<file path="src/rtl/shift_sequencer.sv">
`default_nettype none
// ============================================================================
// Module      : shift_sequencer
// Description : Loads a parallel word and shifts Len bits out serially,
//               MSB- or LSB-first, with busy/valid/done handshaking.
// Revision    : 1.0 - initial release
// ============================================================================
module shift_sequencer #(
  parameter int WIDTH = 8
) (
  input  logic             Clock,
  input  logic             Reset,
  input  logic             Start,
  input  logic [WIDTH-1:0] Din,
  input  logic [3:0]       Len,
  input  logic             Dir,
  output logic             SerOut,
  output logic             SerValid,
  output logic             Busy,
  output logic             Done,
  output logic [WIDTH-1:0] Q
);

  typedef enum logic [1:0] {
    S_IDLE  = 2'b00,
    S_SHIFT = 2'b01,
    S_DONE  = 2'b10
  } state_t;

  localparam logic [3:0] C_WIDTH_LEN = 4'(WIDTH);

  state_t           state_q, state_d;
  logic [WIDTH-1:0] q_q, q_d;
  logic [3:0]       cnt_q, cnt_d;
  logic             dir_q, dir_d;
  logic [3:0]       eff_len;

  // Zero or oversized lengths mean "shift the whole word".
  assign eff_len = ((Len == 4'd0) || (Len > C_WIDTH_LEN)) ? C_WIDTH_LEN : Len;

  always_comb begin
    state_d = state_q;
    q_d     = q_q;
    cnt_d   = cnt_q;
    dir_d   = dir_q;
    case (state_q)
      S_IDLE: begin
        if (Start) begin
          q_d     = Din;
          dir_d   = Dir;
          cnt_d   = eff_len;
          state_d = S_SHIFT;
        end
      end
      S_SHIFT: begin
        q_d   = dir_q ? {1'b0, q_q[WIDTH-1:1]} : {q_q[WIDTH-2:0], 1'b0};
        cnt_d = (cnt_q != 4'd0) ? (cnt_q - 4'd1) : 4'd0;
        if (cnt_q <= 4'd1) begin
          state_d = S_DONE;
        end
      end
      S_DONE: begin
        state_d = S_IDLE;
      end
      default: begin
        state_d = S_IDLE;
      end
    endcase
  end

  always_ff @(negedge Clock) begin
    if (Reset) begin
      state_q <= S_IDLE;
      q_q     <= '0;
      cnt_q   <= 4'd0;
      dir_q   <= 1'b0;
    end else begin
      state_q <= state_d;
      q_q     <= q_d;
      cnt_q   <= cnt_d;
      dir_q   <= dir_d;
    end
  end

  assign SerOut   = dir_q ? q_q[0] : q_q[WIDTH-1];
  assign SerValid = (state_q == S_SHIFT);
  assign Busy     = (state_q == S_SHIFT) || (state_q == S_DONE);
  assign Done     = (state_q == S_DONE);
  assign Q        = q_q;

endmodule
`default_nettype wire

</file>
<file path="config.mk">
export PLATFORM = sky130hd
export DESIGN_NAME = shift_sequencer
export DESIGN_NICKNAME = d
export VERILOG_FILES = /design/src/rtl/shift_sequencer.sv
export SDC_FILE = /design/constraint.sdc
export NUM_CORES = 1
export LEC_CHECK = 0
export CAP_MARGIN = 20
export CORE_MARGIN = 10
export CORE_UTILIZATION = 46
export CTS_CLUSTER_DIAMETER = 80
export DETAILED_ROUTE_END_ITERATION = 7
export HOLD_SLACK_MARGIN = 0.15
export PLACE_DENSITY = 0.83
export SETUP_SLACK_MARGIN = 0.05
export SLEW_MARGIN = 20
export SYNTH_ARGS = -nofsm -noshare
export SYNTH_HDL_FRONTEND = slang
export SYNTH_SLANG_ARGS = --single-unit
</file>
<file path="constraint.sdc">
create_clock -name Clock -period 1.7 [get_ports Clock]
set_input_delay 0.34 -clock Clock [delete_from_list [all_inputs] [get_ports Clock]]
set_output_delay 0.34 -clock Clock [all_outputs]
set_load 0.01 [all_outputs]
</file>
### M3 wires

(8 px per um) Cells faint in the background.
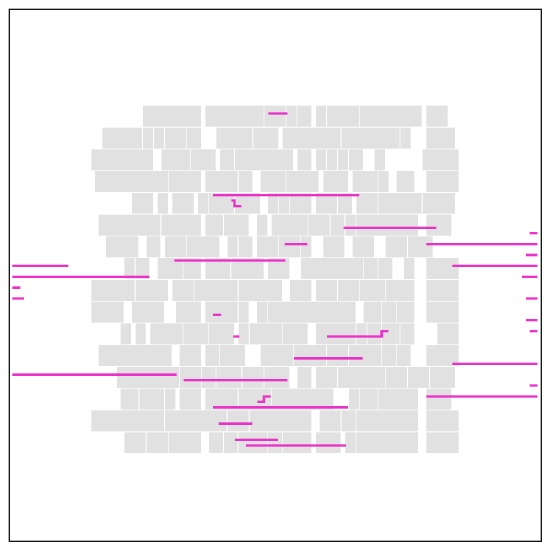
main direction: horizontal
wire length on this layer: 219 um
longest straight run: 20.2 um
met3 Usage GRT: 6.27%
Via Count: 1156

### Placement by cell class

(8 px per um)
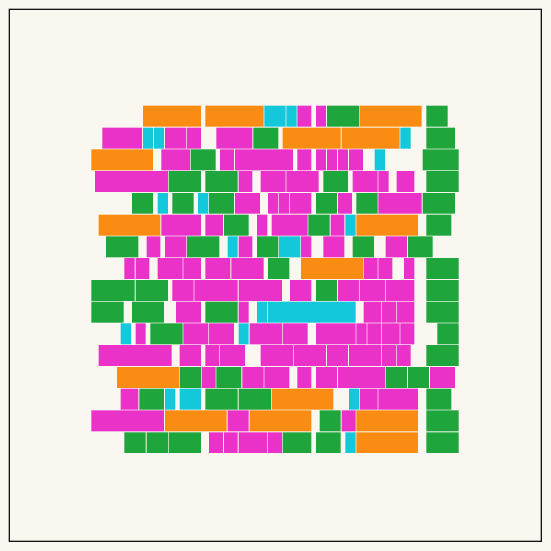
[clock drivers and dummy loads] cyan | cells: 19
[flops] orange | cells: 15
[other buffers and delay cells] green | cells: 53
[combinational and other logic] magenta | cells: 96
Core Area: 2000 um2
site row count: 16
Final Instance Area: 1740 um2
post-layout util: 86.8%

==> layout by cell type (no fill, tap or decap), types with 5 or more instances in the layout <==
| cell type | Yosys | final |
|---|---|---|
| a21oi_1 | 21 | 13 |
| a21oi_2 | 0 | 7 |
| buf_4 | 2 | 17 |
| buf_6 | 2 | 21 |
| dfxtp_2 | 0 | 11 |
| dlygate4sd2_1 | 0 | 11 |
| inv_1 | 4 | 16 |
| nor2_1 | 8 | 7 |
| nor3b_1 | 5 | 5 |
==> per-stage QoR <==
stage | std cells | cell area (um2) | util [%] | hold slack (ns) | power (W)
2_1_floorplan | 120 | 1040 | - | 0.490 | 0.000854
5_1_grt | 210 | 1740 | 86.8 | 0.574 | 0.00183
3_5_place_dp | 186 | 1430 | 71.3 | 0.533 | 0.00109
3_3_place_gp | 186 | 1430 | 71.3 | 0.523 | 0.00107
4_1_cts | 207 | 1680 | 83.7 | 0.543 | 0.00166
6_report | 210 | 1740 | 86.8 | 0.555 | 0.00174
==> area by class of cell <==
type / count / share of cell area (%)
sequential: 15 / 18.1
clock buffer: 3 / 1.30
timing repair buffer: 53 / 29.2
tap: 27 / 1.94
clock inverter: 16 / 4.97
multi-input combinational: 93 / 43.8
inverter: 3 / 0.648
==> worst register-to-register path: stages, from the launching register on <==
cell,delay [ns]
dfxtp_2,0.32
inv_2,0.10
ha_4,0.31
nand2b_4,0.11
and2_4,0.18
a222oi_1,0.39
nor2_1,0.12
==> report_power, final <==
part           total, W  switching, W  internal [W]
combinational  0.000750      0.000353      0.000397
clock          0.000538      0.000253      0.000285
sequential     0.000452     0.0000453      0.000407
total           0.00174      0.000651       0.00109
==> repair_timing <==
item	4_1_cts	5_1_grt
hold buffers	0	0
buffers inserted	3	5
endpoints found under the hold margin	0	0
pin swaps	20	10
resized	107	13
setup endpoints to repair	27	23
==> sequential cells by signal (all words and copies together), names as in the netlist <==
signal / cells
Q: 8
state_q: 2
cnt_q: 4
dir_q: 1
==> layer usage <==
metal	share of wire (%)	vias to the layer above
met5	0	-
met4	2.5	0
met3	5.7	11
met2	52	40
met1	39	546
li1	-	559
==> logic make-up (layout without fill, tap and decap cells) <==
family,count (synthesis),in the layout,share of synthesized area [%]
adders and majority gates,3,3,3.80
muxes,8,8,9.38
and+or+nand+nor,45,45,27.1
buffers and inverters,12,75,7.22
DFF,15,15,30.4
AOI/OAI and AO/OA,37,37,22.1
==> worst min path at each step <==
| stage | to | slack [ns] | cells after the start |
|---|---|---|---|
| final | cnt_q[3]$_SDFFE_NP0P_ | 0.55 | 2 |
| after global routing | cnt_q[3]$_SDFFE_NP0P_ | 0.57 | 2 |
| after CTS | cnt_q[3]$_SDFFE_NP0P_ | 0.54 | 2 |
| after detailed placement | cnt_q[3]$_SDFFE_NP0P_ | 0.53 | 2 |
| after global placement | cnt_q[3]$_SDFFE_NP0P_ | 0.52 | 2 |
| after floorplan | cnt_q[3]$_SDFFE_NP0P_ | 0.49 | 2 |
==> out/qor.yml <==
run_status:
  violations: "negative setup slack"
  status: "finished with violations"
global_route:
  use_met2_pct: 27.0
  antenna_found_initial: 0
  top_usage_layer: "met2"
  grtUsageMet1_pct: 15.9
  grt_pass1_wl_um: 5430
  grt_max_degree: 23
  grt_pass1_vias: 1214
  grt.total_usage_pct: 15.7
  grt_overflow: 0
yosys:
  netlist_area_um2: 987
  ys_top_cells_by_count: "21 x a21oi_1, 15 x dfxtp_1, 8 x nor2_1, 6 x nor2b_1"
  yosys_cells: 120
  ys_types: 37
  synth_top_area_share_pct: 30.4
  fp_nets: 139
  edf_count: 0
  ys.flop_type: "dfxtp_1"
  avgSynthCellArea_um2: 8.23
  synth-warning-count: 0
  async_reset_ff_share_pct: 0
  synth_top_cell_by_count: "a21oi_1"
  synth.largest_area_cell: "dfxtp_1"
  yosys_area_um2: 987
  ys_seq_elements: 15
  yosysSeqAreaShare_pct: 30.4
  area_leaders: "dfxtp_1 30%, a21oi_1 11%, ha_1 3.8%, nor2b_1 3.8%, nor3b_1 3.8%"
  synth_cells: 120
finish:
  diodes: 0
  nNetsFinal: 203
  drive_gt1_share_pct: 47.0
  regArea_um2: 314
  n_fill_cell: 100
  logic_area_um2: 762
  area_delta_synth_final_pct: 76.0
routing:
  vias_per_cell: 5.50
  routed_wl_um: 3810
  first_pass_iters: 4
  drtAntennaViolNets: 0
  drt_iter0_drc: 57
  avgRoutedWirePerCell_um: 18.2
  drc: 0
flow_run:
  tool_warnings: 46
  drv_cap: 0
clocking:
  cts_buffers: 3
  cts.clk_slew.worst_paths_ns: 0.05
  clock_path_buffers: 2
  htreeDepth: 1
  cts-root-buf: "clkbuf_4"
  cts_sinks: 15
  cts_tree: "done"
  clock_latency_ns: 0.39
floorplanning:
  io_pins: 28
  dieWidth_um: 66.3
  chipHeight_um: 66.3
  chip_area_um2: 4400
  initCoreUtil_pct: 49.3
setup_path:
  start_kind: "flop"
  path_buffers: 2
  cp-end-kind: "output port"
  r2r_slack_ns: 0.04
  worstReg2RegEnd: "Q[6]$_SDFFE_NP0P_"
  cp-endpoint: "Busy"
  critPathMaxFanout: 2
  max_stage_delay_ns: 0.34
  critPathTopFamily: "flip-flops"
  crit_chain: "inv_2 > ha_4 > buf_6"
  r2r_start: "state_q[1]$_SDFFE_NP0P_"
  crit_type: "reg2out"
  cp.required_ns: 1.36
  reg2reg_depth: 6
  cp_slowest_cell: "dfxtp_2"
  arrival_ns: 1.99
  cp_num_cells: 3
  crit_path_start: "state_q[0]$_SDFFE_NP0P_"
sta:
  setup_tns_ns: -5.27
  fin_ws_ns: -0.629
  final-max-slew-violation-count: 0
  slew-limit-headroom_pct: 71.9
  fin_skew_ns: 0.0262
  hold_viol: 0
  setup_viol: 15
  grt_setup_unrepaired: "true"
  tightest_slew_ns: 0.421
placed_design:
  port_buffers: 27
  place.gp.congestion: 0.811
  place_hpwl_um: 2100
  dp_slack_ns: -0.866
min_path:
  hold_class: "reg2reg"
  hp-start: "cnt_q[3]$_SDFFE_NP0P_"
power:
  cellLeakagePower_nw: 0.791
  vdd_ir_drop_max_v: 0.000789
  p_per_area_nw_per_um2: 1000
Power and IR drop assume default switching activity.
